==> images/flops_by_reg.png <==
Drawn at 6 px/µm.
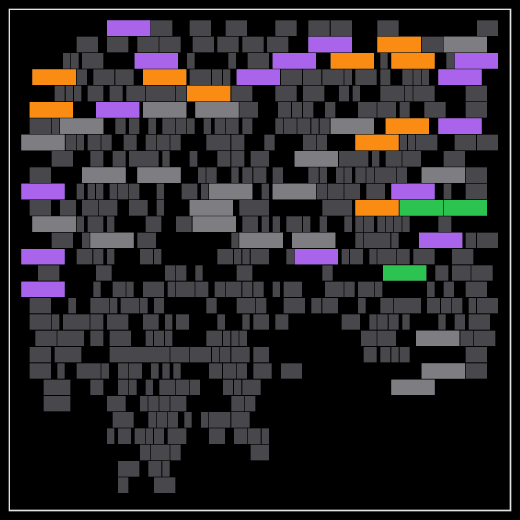
==> images/layer_met1.png <==
Drawn at 6 px/µm. Supply wires on this layer in grey. Cells faint in the background.
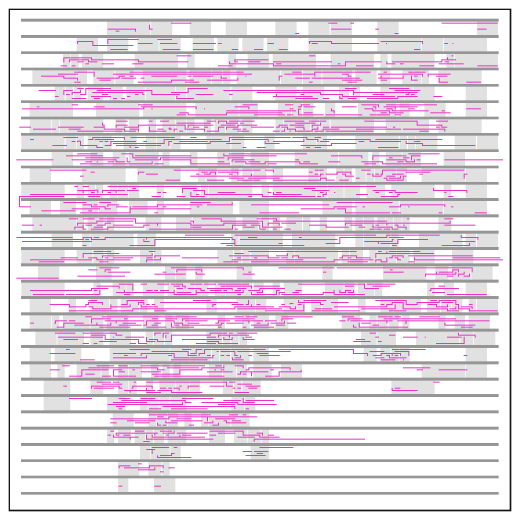
==> images/congestion.png <==
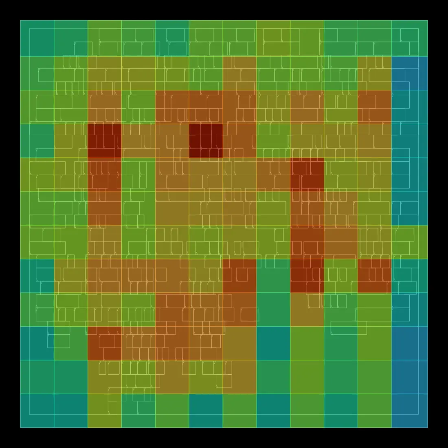
==> images/wires.png <==
Drawn at 6 px/µm. Only two layers are drawn.
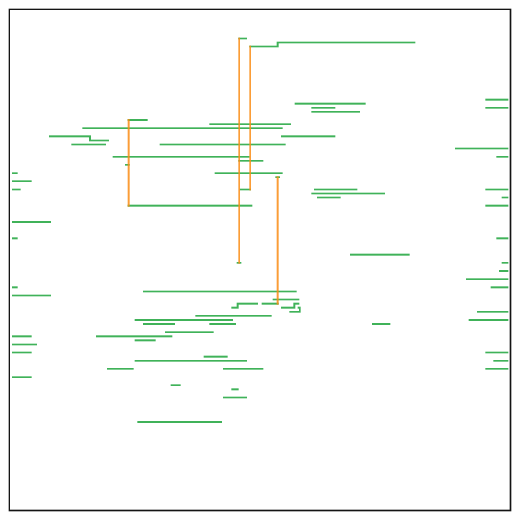
==> src/rtl/agc_instr_encoder_pkg.sv <==
// Shared types and constants for the AGC instruction encoder: mnemonics, field codes,
// error codes and the sequencing state type.
package agc_instr_encoder_pkg;

   typedef enum logic [4:0] {
      OP_TC, OP_RETURN, OP_TCF, OP_LXCH, OP_INCR, OP_ADS, OP_CA, OP_CS, OP_COM,
      OP_TS, OP_XCH, OP_AD, OP_MASK,
      OP_READ, OP_WRITE, OP_RAND, OP_WAND, OP_ROR, OP_WOR, OP_RXOR,
      OP_DV, OP_BZF, OP_QXCH, OP_AUG, OP_DIM, OP_HALT, OP_BZMF, OP_SU, OP_MP
   } op_t;

   typedef enum logic [2:0] {
      ST_IDLE, ST_XT_IDX, ST_IDX, ST_XT_OP, ST_OP
   } enc_state_t;

   localparam logic [1:0] ERR_NONE  = 2'd0;
   localparam logic [1:0] ERR_OP    = 2'd1;
   localparam logic [1:0] ERR_ADDR  = 2'd2;
   localparam logic [1:0] ERR_INDEX = 2'd3;

   localparam logic [14:0] EXTEND_DEFAULT = 15'o00006;
   localparam logic [2:0]  OPC_INDEX      = 3'o5;

   // op[14:12] with a full 12-bit operand
   function automatic logic [14:0] pack_a12(input logic [2:0] opc, input logic [11:0] a);
      return {opc, a};
   endfunction

   // op[14:12], quarter[11:10], erasable address
   function automatic logic [14:0] pack_q(input logic [2:0] opc, input logic [1:0] q,
                                          input logic [9:0] a);
      return {opc, q, a};
   endfunction

   // op[14:12], sub[11:9], channel
   function automatic logic [14:0] pack_ch(input logic [2:0] opc, input logic [2:0] sub,
                                           input logic [8:0] ch);
      return {opc, sub, ch};
   endfunction

endpackage

==> src/rtl/agc_instr_encoder_word_pack.sv <==
// Combinational encoder for one instruction word: mnemonic + operand to the 15-bit word,
// plus whether an EXTEND prefix is needed and whether the operand is legal.
module agc_instr_encoder_word_pack
   import agc_instr_encoder_pkg::*;
(
   input  logic [4:0]  op,
   input  logic [11:0] addr,
   output logic [14:0] word,
   output logic        is_extracode,
   output logic        legal,
   output logic [1:0]  err_code
);

   op_t        op_e;
   logic       op_ok;
   logic       addr_ok;
   logic       a10_ok;
   logic       ch_ok;
   logic       hi_ok;
   logic [2:0] ch_sub;

   assign op_e   = op_t'(op);
   assign a10_ok = (addr < 12'o2000);
   assign ch_ok  = (addr < 12'o1000);
   assign hi_ok  = (addr >= 12'o2000);
   assign ch_sub = 3'(op - 5'(OP_READ));

   always_comb begin
      word         = '0;
      is_extracode = 1'b0;
      op_ok        = 1'b1;
      addr_ok      = 1'b1;
      case (op_e)
         // TC to 2 or 6 would alias RETURN / EXTEND
         OP_TC:     begin word = pack_a12(3'o0, addr); addr_ok = (addr != 12'o2) && (addr != 12'o6); end
         OP_RETURN: word = 15'o00002;
         OP_TCF:    begin word = pack_a12(3'o1, addr); addr_ok = hi_ok; end
         OP_LXCH:   begin word = pack_q(3'o2, 2'd1, addr[9:0]); addr_ok = a10_ok; end
         OP_INCR:   begin word = pack_q(3'o2, 2'd2, addr[9:0]); addr_ok = a10_ok; end
         OP_ADS:    begin word = pack_q(3'o2, 2'd3, addr[9:0]); addr_ok = a10_ok; end
         OP_CA:     word = pack_a12(3'o3, addr);
         OP_CS:     word = pack_a12(3'o4, addr);
         OP_COM:    word = 15'o40000;
         OP_TS:     begin word = pack_q(3'o5, 2'd2, addr[9:0]); addr_ok = a10_ok; end
         OP_XCH:    begin word = pack_q(3'o5, 2'd3, addr[9:0]); addr_ok = a10_ok; end
         OP_AD:     word = pack_a12(3'o6, addr);
         OP_MASK:   word = pack_a12(3'o7, addr);
         OP_READ, OP_WRITE, OP_RAND, OP_WAND, OP_ROR, OP_WOR, OP_RXOR: begin
            word = pack_ch(3'o0, ch_sub, addr[8:0]); is_extracode = 1'b1; addr_ok = ch_ok;
         end
         OP_DV:     begin word = pack_q(3'o1, 2'd0, addr[9:0]); is_extracode = 1'b1; addr_ok = a10_ok; end
         OP_BZF:    begin word = pack_a12(3'o1, addr); is_extracode = 1'b1; addr_ok = hi_ok; end
         OP_QXCH:   begin word = pack_q(3'o2, 2'd1, addr[9:0]); is_extracode = 1'b1; addr_ok = a10_ok; end
         OP_AUG:    begin word = pack_q(3'o2, 2'd2, addr[9:0]); is_extracode = 1'b1; addr_ok = a10_ok; end
         OP_DIM:    begin word = pack_q(3'o2, 2'd3, addr[9:0]); is_extracode = 1'b1; addr_ok = a10_ok; end
         OP_HALT:   begin word = 15'o30000; is_extracode = 1'b1; end
         OP_BZMF:   begin word = pack_a12(3'o6, addr); is_extracode = 1'b1; addr_ok = hi_ok; end
         OP_SU:     begin word = pack_q(3'o6, 2'd0, addr[9:0]); is_extracode = 1'b1; addr_ok = a10_ok; end
         OP_MP:     begin word = pack_a12(3'o7, addr); is_extracode = 1'b1; end
         default:   op_ok = 1'b0;
      endcase
   end

   assign legal    = op_ok && addr_ok;
   assign err_code = !op_ok ? ERR_OP : (!addr_ok ? ERR_ADDR : ERR_NONE);

endmodule

==> src/rtl/agc_instr_encoder.sv <==
// Turns a symbolic AGC request into its word stream: optional EXTEND+INDEX prefix,
// EXTEND for extracodes, then the instruction word, one word per handshake.
//
//   state     | meaning
//   ST_IDLE   | ready for a request, nothing on the output
//   ST_XT_IDX | presenting EXTEND ahead of INDEX
//   ST_IDX    | presenting INDEX idx
//   ST_XT_OP  | presenting EXTEND ahead of an extracode
//   ST_OP     | presenting the instruction word (last)
module agc_instr_encoder
   import agc_instr_encoder_pkg::*;
#(
   parameter bit          INDEX_SUPPORT = 1'b1,
   parameter logic [14:0] EXTEND_WORD   = EXTEND_DEFAULT
) (
   input  logic        clock,
   input  logic        rst_l,
   input  logic        in_valid,
   output logic        in_ready,
   input  logic [4:0]  in_op,
   input  logic [11:0] in_addr,
   input  logic        in_index_en,
   input  logic [9:0]  in_index_addr,
   output logic        out_valid,
   input  logic        out_ready,
   output logic [14:0] out_instr,
   output logic        out_prefix,
   output logic        out_last,
   output logic        err_valid,
   output logic [1:0]  err_code
);

   enc_state_t  state_q;
   enc_state_t  state_d;
   logic [14:0] word_q;
   logic        ext_q;
   logic [9:0]  idx_q;

   logic [14:0] pk_word;
   logic        pk_ext;
   logic        pk_legal;
   logic [1:0]  pk_err;

   logic        accept;
   logic        take;
   logic        idx_err;
   logic        req_ok;
   logic [1:0]  req_err;
   logic [14:0] word_src;
   logic [9:0]  idx_src;
   logic [14:0] instr_d;
   logic        prefix_d;
   logic        last_d;
   logic        err_valid_d;
   logic [1:0]  err_code_d;

   agc_instr_encoder_word_pack u_pack (
      .op           (in_op),
      .addr         (in_addr),
      .word         (pk_word),
      .is_extracode (pk_ext),
      .legal        (pk_legal),
      .err_code     (pk_err)
   );

   assign in_ready  = (state_q == ST_IDLE);
   assign out_valid = (state_q != ST_IDLE);
   assign accept    = in_valid && in_ready;
   assign take      = out_valid && out_ready;

   assign idx_err = in_index_en && !INDEX_SUPPORT;
   assign req_ok  = pk_legal && !idx_err;
   assign req_err = (pk_err == ERR_OP) ? ERR_OP : (idx_err ? ERR_INDEX : pk_err);

   // On the accept cycle the capture registers are not loaded yet, so use the live request
   assign word_src = in_ready ? pk_word : word_q;
   assign idx_src  = in_ready ? in_index_addr : idx_q;

   always_comb begin
      state_d = state_q;
      case (state_q)
         ST_IDLE:   if (accept && req_ok)
                       state_d = in_index_en ? ST_XT_IDX : (pk_ext ? ST_XT_OP : ST_OP);
         ST_XT_IDX: if (take) state_d = ST_IDX;
         ST_IDX:    if (take) state_d = ext_q ? ST_XT_OP : ST_OP;
         ST_XT_OP:  if (take) state_d = ST_OP;
         ST_OP:     if (take) state_d = ST_IDLE;
         default:   state_d = ST_IDLE;
      endcase

      instr_d  = '0;
      prefix_d = 1'b0;
      last_d   = 1'b0;
      case (state_d)
         ST_XT_IDX, ST_XT_OP: begin instr_d = EXTEND_WORD; prefix_d = 1'b1; end
         ST_IDX:  begin instr_d = {OPC_INDEX, 2'b00, idx_src}; prefix_d = 1'b1; end
         ST_OP:   begin instr_d = word_src; last_d = 1'b1; end
         default: ;
      endcase

      err_valid_d = accept && !req_ok;
      err_code_d  = err_valid_d ? req_err : ERR_NONE;
   end

   always_ff @(posedge clock) begin
      if (!rst_l) begin
         state_q    <= ST_IDLE;
         out_instr  <= '0;
         out_prefix <= 1'b0;
         out_last   <= 1'b0;
         err_valid  <= 1'b0;
         err_code   <= ERR_NONE;
         word_q     <= '0;
         ext_q      <= 1'b0;
         idx_q      <= '0;
      end else begin
         state_q    <= state_d;
         out_instr  <= instr_d;
         out_prefix <= prefix_d;
         out_last   <= last_d;
         err_valid  <= err_valid_d;
         err_code   <= err_code_d;
         if (accept) begin
            word_q <= pk_word;
            ext_q  <= pk_ext;
            idx_q  <= in_index_addr;
         end
      end
   end

endmodule

==> config.mk <==
export PLATFORM = sky130hd
export DESIGN_NAME = agc_instr_encoder
export DESIGN_NICKNAME = d
export VERILOG_FILES = /design/src/rtl/agc_instr_encoder_pkg.sv /design/src/rtl/agc_instr_encoder_word_pack.sv /design/src/rtl/agc_instr_encoder.sv
export SDC_FILE = /design/constraint.sdc
export NUM_CORES = 1
export LEC_CHECK = 0
export CORE_MARGIN = 1.5
export CORE_UTILIZATION = 43
export CTS_CLUSTER_SIZE = 30
export DETAILED_ROUTE_END_ITERATION = 16
export GPL_TIMING_DRIVEN = 0
export PLACE_DENSITY = 0.75
export SYNTH_ARGS = -nofsm -noshare
export SYNTH_HDL_FRONTEND = slang
export SYNTH_SLANG_ARGS = --single-unit
==> constraint.sdc <==
create_clock -name clock -period 6.62 [get_ports clock]
set_clock_uncertainty 0.1 [all_clocks]
set_input_delay 1.655 -clock clock [delete_from_list [all_inputs] [get_ports clock]]
set_output_delay 1.655 -clock clock [all_outputs]
set_load 0.01 [all_outputs]
==> impl_metrics.tcl <==
# flow metrics
set metrics [dict create \
    design_area_um2 3480 \
    viasPerCell 5.85 \
    synth_flop_count 49 \
    hpwlAfterDp_um 5600 \
    comb_area_share_pct 45.9 \
    final_cells 488 \
    io_buffers 52 \
    place_congestion 0.921 \
    taps 77 \
    pre_cts_ws_ns 1.59 \
    rows 29 \
    drive_above_1_share_pct 6.33 \
    clkLatencyLatePin_ns 0.30 \
    seqPwrFrac_pct 44.4 \
    cp-end-kind "register" \
    clock_area_share_pct 2.59 \
    grt_pass1_wl_um 12600 \
    fin_crit_ns 4.73 \
    regArea_um2 981 \
    grt_pass1_vias 2619 \
    diodes 0 \
    totalNegativeSetupSlack_ns 0 \
    setup_ws_ns 1.89 \
    num-nonclk-buffers 81 \
    slew_headroom_pct 47.8 \
    fp.dieW_um 83.3 \
    p_clk_share_pct 23.9 \
    areaGrowthSynthToFinish_pct 25.5 \
    status "completed" \
    nFillCells 599 \
    required_ns 6.72 \
    worstMarginPinSlew_ns 0.783 \
    p_leak_nw 1.43 \
    comb_area_um2 1600 \
    ant_nets 0 \
    clkTransAtPathRegs_ns 0.10 \
    cts_buffers 5 \
    postPlaceCellArea_um2 3390 \
    area.share.sequential_pct 28.2 \
    cts_resized 0 \
    warnings 30 \
    avgSynthCellArea_um2 7.90 \
]
-- flops_by_reg.png (at the start) --
Green is state_q, flops 3. Orange is idx_q, flops 10. Purple is out_instr, flops 15.

-- layer_met1.png (at the start) --
400 nets have wire on it. The layer carries 3560 µm of wire.

-- congestion.png (at the start) --
Core Util, Final: 55.4%
global route hottest layer: met2

-- wires.png (at the start) --
Orange is metal 4, wire length 96.6 µm. Green is metal 3, wire length 489 µm.
drt total wl: 7540 µm
wire per inst: 15.5 µm
GR Util All Layers: 22.0%
Via Count: 2854

-- routing by layer --
layer | GRT usage [%] | wire (µm)
met5 | 0 | 0
met4 | 4.39 | 96
met3 | 3.38 | 488
met2 | 35.0 | 3400
met1 | 31.6 | 3560
-- final timing paths --
check,cells past startpoint,start,slack [ns],to
worst min-delay path,2,idx_q[5],0.36,idx_q[5]
worst max register to register,8,state_q[2],3.99,idx_q[7]
worst min register to register,2,idx_q[5],0.36,idx_q[5]
worst max-delay path,11,in_op[0],1.89,out_instr[0]
-- critical path, stage by stage --
cell             delay (ns)
clkdlybuf4s50_1        0.54
inv_1                  0.11
ha_1                   0.26
or4_4                  0.56
a32oi_4                0.37
o211a_1                0.33
a41oi_1                0.17
a211o_1                0.29
buf_2                  0.17
buf_2                  0.21
o32ai_1                0.17
-- power by group through the flow --
stage          Sequential, mW  Clock, mW  Combinational [mW]
3_3_place_gp            0.337          0               0.231
6_report                0.331      0.178               0.237
5_1_grt                 0.334      0.192               0.260
3_5_place_dp            0.338          0               0.233
2_1_floorplan           0.340          0               0.147
4_1_cts                 0.331      0.181               0.235
-- cell usage after synthesis (3+ instances only) --
master | n | share of area [%]
nor2_1 | 38 | 5.1
nor3_1 | 7 | 1.3
mux2i_1 | 10 | 3.6
clkbuf_1 | 16 | 2.2
a211oi_1 | 15 | 4.1
a211o_1 | 6 | 1.9
dfxtp_1 | 49 | 35
a21oi_1 | 42 | 7.6
o22ai_1 | 7 | 1.6
o21ai_0 | 6 | 1.1
or3_1 | 6 | 1.4
inv_1 | 12 | 1.6
a221o_1 | 3 | 1.1
nand3_1 | 6 | 1.1
ha_1 | 5 | 2.3
nand2_1 | 37 | 5.0
and3_1 | 14 | 3.2
nand2b_1 | 7 | 1.6
a21o_1 | 4 | 1.1
buf_2 | 8 | 1.4
o32ai_1 | 9 | 2.8
Power figures rest on the tool's default switching activity, not on a simulated workload.
